==> config.mk <==
export PLATFORM = sky130hd
export DESIGN_NAME = caravel_wb_window_bridge
export DESIGN_NICKNAME = d
export VERILOG_FILES = /design/src/rtl/caravel_wb_window_bridge.sv
export SDC_FILE = /design/constraint.sdc
export NUM_CORES = 1
export LEC_CHECK = 0
export CAP_MARGIN = 20
export CORE_MARGIN = 4
export CORE_UTILIZATION = 40
export CTS_CLUSTER_SIZE = 40
export DETAILED_ROUTE_END_ITERATION = 6
export HOLD_SLACK_MARGIN = 0.08
export PLACE_DENSITY = 0.79
export SYNTH_ARGS = -nofsm -noshare
export SYNTH_HDL_FRONTEND = slang
export SYNTH_SLANG_ARGS = --single-unit
==> constraint.sdc <==
create_clock -name wb_clk_i -period 2.3 [get_ports wb_clk_i]
set_clock_uncertainty 0.05 [all_clocks]
set_input_delay 0.345 -clock wb_clk_i [delete_from_list [all_inputs] [get_ports wb_clk_i]]
set_output_delay 0.345 -clock wb_clk_i [all_outputs]
set_load 0.02 [all_outputs]
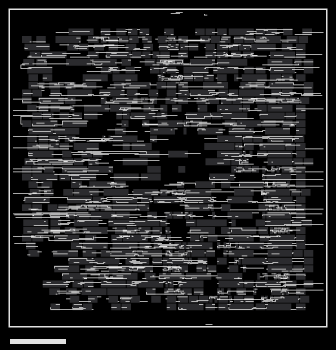
**Above:** M1 wires.
Scale bar: 20 um.
main direction	horizontal
share of all routed wire	39%
met1 usage: 0.215
Vias: 3,393
Post-Route WL: 11,900 um

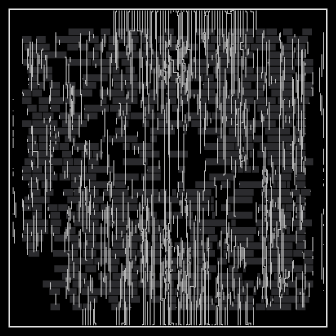
**Above:** metal 2.
nets with wire on the layer	608
main direction	vertical
wire length on this layer	6,100 um
share of all routed wire	51%
longest straight run	59.2 um
GR Layer Usage met2: 0.332

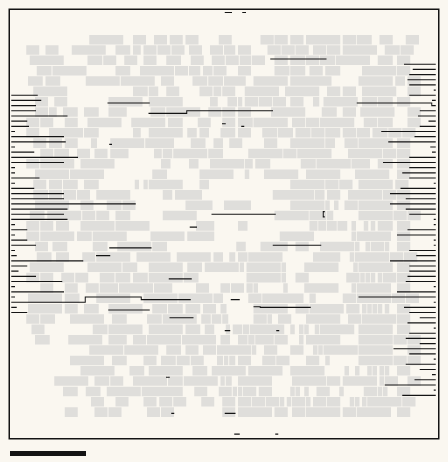
**Above:** the metal 3 layer.
Scale bar: 20 um.
nets with wire on the layer	117
wire length on this layer	923 um
met3 usage: 0.0739

==> results.cfg <==
; physical design summary
[status]
status = complete, no violations

[timing]
slew_headroom = 0.620
setup_viol = 0
timing.fmax_mhz = 503
slew_violations = 0
period_minus_slack_ps = 1990
worstMarginPinSlew_ps = 569
rsz0062_at_grt = false
finalHoldViolations = 0

[logic_synthesis]
syn-num-nets = 422
ys.flops = 114
synth_top_area_share = 0.653
ys_cells = 316
syn_avg_cell_area_um2 = 13.8
yosysUniqueCellTypes = 24
ys_area_um2 = 4370
netlist_instances = 316
synth.area.top_cells = dfrtp_1 65%, mux2_2 20%, nand2_1 5.0%
synth_area_um2 = 4370
synth_area_leader_cell = dfrtp_1
ys_seq_frac = 0.653
ys_warn_count = 0

[clock_network]
numCtsBuffers = 17
post_cts_buffers = 0
cts_sinks = 114
cts-root-buf = clkbuf_8
cts_buffer_depth = 2
cts_tree = built
post_cts_resized = 0
insertion_delay_ps = 500
cts_hold_buf = 1

[placed_design]
port_buffers = 209
place_congestion = 0.811
placed_area_um2 = 6760
dp_hpwl_um = 9110

[floorplanning]
row_count = 37
chipHeight_um = 113
io_pins = 210
design.core.area_um2 = 10500
die-area_um2 = 12700
initCoreUtil = 0.418
die_w_um = 113

[critical_path]
reg2reg_slack_ps = 440
crit_top_cell = buf_4
worst_path_max_delay_cell = or4b_1
path_cells = clkdlybuf4s50_1 > or4b_1 > o311ai_2 > buf_4 > nor4_4 > buf_4 > mux2_2
slowest_delay_ps = 580
reg2reg_depth = 4
cp-end-kind = flop
setup.worst_path.start_class = input pin

[global_routing]
grt_pass1_vias = 3729
overflow = 0
grt_max_degree = 35
grt_use_total = 0.192

[pwr]
peakVddDrop_mv = 0.508
leakagePower_nw = 3.44
powerDensity_nw_per_um2 = 718

[layout]
lay_top_count = clkdlybuf4s50_1
layout_top_cells = 208 x clkdlybuf4s50_1, 114 x dfrtp_1, 78 x mux2_2
final_area_um2 = 7420
nets = 651
drive_gt1_frac = 0.238
finish.utilization = 0.710
antenna_cells = 0

[drt]
drt-initial-drc-count = 102
avgViaCountPerCell = 4.89
drtAntennaViolNets = 0
dr.pass1.iters = 6
wire_per_inst_um = 17.1
drc = 0

[flow_run]
warning_count = 26
==> area by class of cell <==
type                       count  area (um2)
inverter                       4        15.0
multi-input combinational    180        1420
fill                         735        3040
tap                          136         170
sequential                   114        2850
timing repair buffer         228        2310
clock buffer                  24         510
clock inverter                 8         145
==> cells by family after synthesis <==
logic type	after synthesis	synth area share
compound gates	24	0.0375
mux	78	0.201
buf+inv	22	0.0223
simple gates	78	0.0862
flops	114	0.653
==> Yosys cell counts (all sizes together) <==
master,n
dfrtp,114
mux2,78
nand2,58
buf,10
o21ai,10
a211oi,9
clkbuf,8
nor4,5
inv,4
nor4b,3
nand4,2
nor2,2
nor2b,2
o21bai,2
or4b,2
a21o,1
and3,1
and4b,1
and4bb,1
nor3,1
o311ai,1
o31ai,1
==> critical path, delay by kind of cell <==
family	cells	cell delay, ps
AOI/OAI and AO/OA	1	310
muxes	1	280
buffers and inverters	3	770
and+or+nand+nor	2	610
==> per-layer routing <==
layer | GRT usage | up-vias | share of wire
li1 | - | 1555 | -
met1 | 0.215 | 1673 | 0.39
met2 | 0.332 | 143 | 0.51
met3 | 0.0739 | 22 | 0.078
met4 | 0.0697 | 0 | 0.023
met5 | 0 | - | 0
==> power by group <==
part | switching [mW] | internal, mW
Combinational | 0.188 | 0.272
Clock | 0.844 | 1.96
Sequential | 0.0159 | 2.05
Total | 1.05 | 4.28
==> stage by stage <==
step	TNS, ps	power [mW]	setup slack, ps	std cells	hold WS [ps]
2_1_floorplan	0	2.21	394	316	-0.591
3_3_place_gp	-5620	2.56	-175	661	264
3_5_place_dp	-9270	2.57	-236	661	267
4_1_cts	0	5.40	294	694	272
5_1_grt	0	5.53	172	694	295
6_report	0	5.33	312	694	276
Power is estimated from default activity; no workload was simulated.
